Design clk_gate_ctrl_mc, sky130hd; sources not shown.
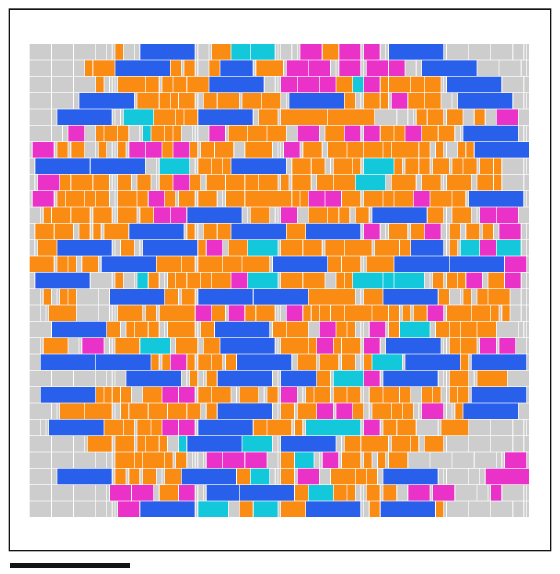
run_1/class_map.png
Scale bar: 20 µm. Fill, decap, tap and diode cells in gray.
clock drivers and dummy loads -> cyan  # cells 28
remaining buffers and delay cells -> magenta  # cells 82
flip-flops and latches -> blue  # cells 64
remaining logic cells -> orange  # cells 351
post-layout util: 78.1%
flop share of the area: 30.4%
final instance area: 0.00513 mm²
row count: 29
core footprint: 0.00657 mm²

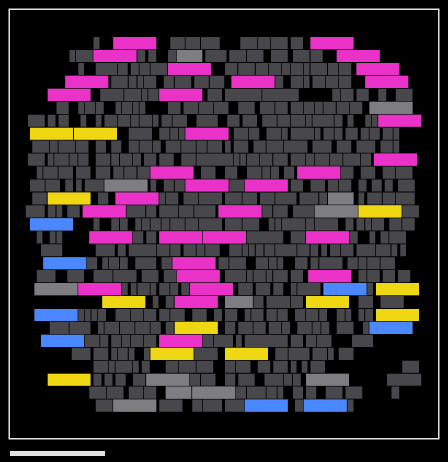
run_1/ff_map.png
Scale bar: 20 µm. Other sequential cells in the stronger gray, the rest of the logic in the fainter gray.
g_ch.wake_cnt_q -> blue  # sequential cells 8
g_ch.idle_cnt_q -> magenta  # sequential cells 32
g_ch.state_q -> yellow  # sequential cells 12
Seq power: 0.00179 W
sequential cell area: 0.00156 mm²

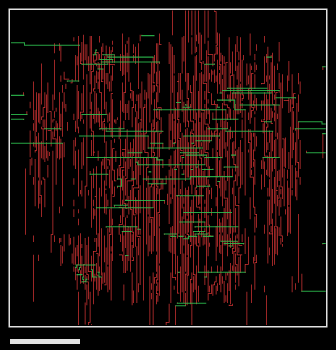
run_1/layers.png
Scale bar: 20 µm. Only two layers are drawn.
M3 -> green  # wire length 619 µm
M2 -> red  # wire length 5550 µm
via count: 3849
Global Route Usage Sum: 26.6%
drt wl/cell: 17.6 µm
Total Wirelength: 10900 µm

==> run_results.csv, run 1 <==
group,metric,value,unit
outcome,outcome,"finished with violations",
outcome,violations,"negative setup slack",
sta,relSlewSlack,73.5,%
sta,finalSetupViolCount,10,
pwr,powerDensity,934,mW/mm²
cells_and_area,num-clock-buffers,21,
pwr,p_int,0.00311,W
yosys,synthAoiAreaFrac,14.0,%
grt,grtUsageMet3,8.26,%
pwr,power-top-group,"sequential cells",
critical_path,r2r_slack,-40,ps
floorplan,die_x,89.9,µm
critical_path,cpPeakStageDelay,410,ps
yosys,logic_family,"simple AND/OR/NAND/NOR gates",
critical_path,crit_type,"latch2out",
yosys,yosys-top-cells-area,"dfrtp_1 (36%), xor2_1 (6.7%), nand3_1 (3.7%), nor2_1 (3.7%), ha_1 (2.4%)",
critical_path,cp_data_required_time,1800,ps
placement,dp_slack,-399,ps
yosys,ys_cells,445,
yosys,ys_sh_simple,29.3,%
yosys,edf_count,0,
critical_path,path_cells,"and2_4 > buf_6",
pwr,vdd_drop_max,0.000685,V
cells_and_area,n_sequential_cell,64,
placement,place_inst,594,
grt,met2_usage,43.9,%
critical_path,cp.depth,2,
cells_and_area,area_share_clock_buf_inv,5.56,%
cells_and_area,num-nets-final,551,
hold_path,hold_path_class,"in2async",
cells_and_area,layout_top_cells,"dfrtp_1 (60), buf_4 (54), nor2_1 (40)",
routing,firstDrtPassIters,5,
sta,setup_ws,-293,ps
grt,grt_antenna_before_repair,0,
critical_path,path_delay_family,"latches",
yosys,ff_type,"dfrtp_1",
routing,antenna_left,0,
critical_path,cp-start-kind,"latch",
yosys,synthMuxAreaShare,5.21,%
grt,gr-max-usage-layer,"met2",
placement,place_hpwl,6950,µm
yosys,ys_types,66,
yosys,yosysWarnings,6,
pwr,sw_frac_of_total,35.1,%
placement,port_buffers,30,
grt,use_met1,31.7,%
sta,fin_hold_ws,282,ps
yosys,xor_share,6.75,%
cells_and_area,layout_top_cell,"dfrtp_1",
routing,drc_errors,0,
yosys,synth.avg_cell_area,9.33,µm²
pwr,pwr-share-comb,27.8,%
sta,hold_viol_final,0,
pwr,comb-power,0.00133,W
grt,grt_overflow,0,
yosys,synth_area,0.00415,mm²
yosys,top_cell_area_share,36.1,%
floorplan,die_y,89.9,µm
yosys,ys.flops,64,
routing,wl_met3,618,µm
routing,viasPerCell,6.23,
clock_tree,clk_pin_slew,70,ps
sta,setup_tns,-1160,ps
critical_path,crit_arrival,2090,ps
cells_and_area,buffer_area_share,13.5,%
sta,finClkSkew,6.63,ps
run_1/congestion_map.png
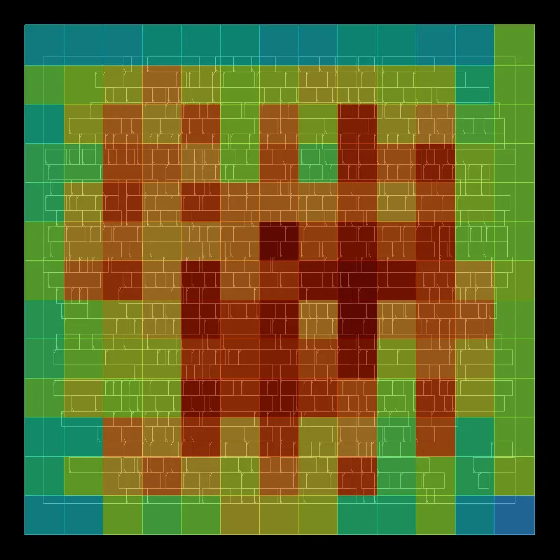

## Run 2: what changed since run 1
GPL_TIMING_DRIVEN = 0   (was unset)
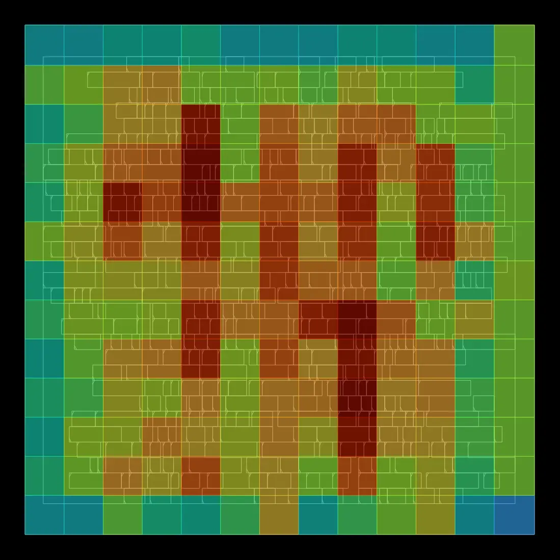
run_2/congestion_map.png
met1 Usage GRT: 28.3%
met3 usage: 6.68%
GR Layer Usage met2: 37.4%

==> run 2 against run 1 <==
The run still ends with negative setup slack left. Sequential power about the same. Setup slack got worse by 6.5 ps. Clock power decreased by 8%.
==> run_results.csv, run 2 <==
group,metric,value,unit
yosys,xor_share,6.75,%
critical_path,cp.depth,2,
sta,hold_viol_final,0,
sta,finClkSkew,11.4,ps
pwr,powerDensity,938,mW/mm²
floorplan,core,0.00657,mm²
grt,grt_antenna_before_repair,0,
cells_and_area,areaGrowthSynthToFinish,17.3,%
critical_path,cp_data_required_time,1800,ps
pwr,pg_seq,0.00182,W
sta,setup_tns,-1150,ps
sta,fin_hold_ws,160,ps
routing,num_vias,3577,
placement,place_inst,543,
sta,rsz0062_at_grt,"yes",
cells_and_area,sh_seq_area,32.1,%
routing,wl_met3,571,µm
outcome,violations,"negative setup slack",
sta,finalSetupViolCount,8,
cells_and_area,layout_top_cell,"dfrtp_1",
yosys,synth.avg_cell_area,9.33,µm²
critical_path,crit_arrival,2100,ps
placement,port_buffers,30,
yosys,edf_count,0,
sta,relSlewSlack,66.8,%
routing,antenna_left,0,
cells_and_area,num-nets-final,504,
yosys,yosysWarnings,6,
yosys,synthMuxAreaShare,5.21,%
clock_tree,cts_tree,"yes",
cells_and_area,regArea,0.00157,mm²
floorplan,rows,29,
yosys,synth_area,0.00415,mm²
yosys,yosys-top-cells-area,"dfrtp_1 (36%), xor2_1 (6.7%), nand3_1 (3.7%), nor2_1 (3.7%), ha_1 (2.4%)",
critical_path,path_delay_family,"latches",
grt,grt_use_total,22.9,%
yosys,top_cell,"dfrtp_1",
sta,worstMarginPinSlew,497,ps
pwr,sw_frac_of_total,36.0,%
yosys,ys_cells,445,
critical_path,crit_type,"latch2out",
critical_path,cpPeakStageDelay,410,ps
grt,gr-max-usage-layer,"met2",
cells_and_area,final_layout_size_suffix_gt1_share,17.2,%
pwr,power-top-group,"sequential cells",
yosys,ff_type,"dfrtp_1",
routing,totalWireLength,9520,µm
pwr,comb-power,0.00121,W
critical_path,path_cells,"and2_4 > buf_6",
yosys,ys.flops,64,
cells_and_area,num-clock-buffers,20,
clock_tree,clk_latency,460,ps
outcome,outcome,"finished with violations",
cells_and_area,fin_util,74.2,%
yosys,synth_top_cell_by_area,"dfrtp_1",
cells_and_area,inv_count,8,
routing,routed.top_layer,"met4",
pwr,vdd_drop_max,0.000545,V
yosys,top_cell_area_share,36.1,%
yosys,async_reset_ff_share,93.8,%
cells_and_area,final_area,0.00487,mm²
sta,setup_ws,-299,ps
hold_path,hold_path_class,"in2async",
yosys,logic_family,"simple AND/OR/NAND/NOR gates",
critical_path,cp-start-kind,"latch",
placement,place_hpwl,6120,µm
floorplan,die_x,89.9,µm
routing,wl_met1,4000,µm
yosys,ys_types,66,
critical_path,r2r_slack,30,ps
routing,viasPerCell,6.26,
routing,wl_per_cell,16.7,µm
placement,dp_slack,-625,ps
routing,firstDrtPassIters,5,
clock_tree,clk_pin_slew,70,ps
yosys,ys_sh_simple,29.3,%
grt,grt_overflow,0,
yosys,synthAoiAreaFrac,14.0,%
pwr,pwr-share-comb,26.4,%
floorplan,die_y,89.9,µm
routing,drc_errors,0,
cells_and_area,layout_top_cells,"dfrtp_1 (58), nor2_1 (38), xor2_1 (32)",
cells_and_area,area_share_clock_buf_inv,5.29,%
cells_and_area,n_sequential_cell,64,
pwr,p_int,0.00293,W
cells_and_area,buffer_area_share,7.03,%
Power figures rest on the tool's default switching activity, not on a simulated workload.
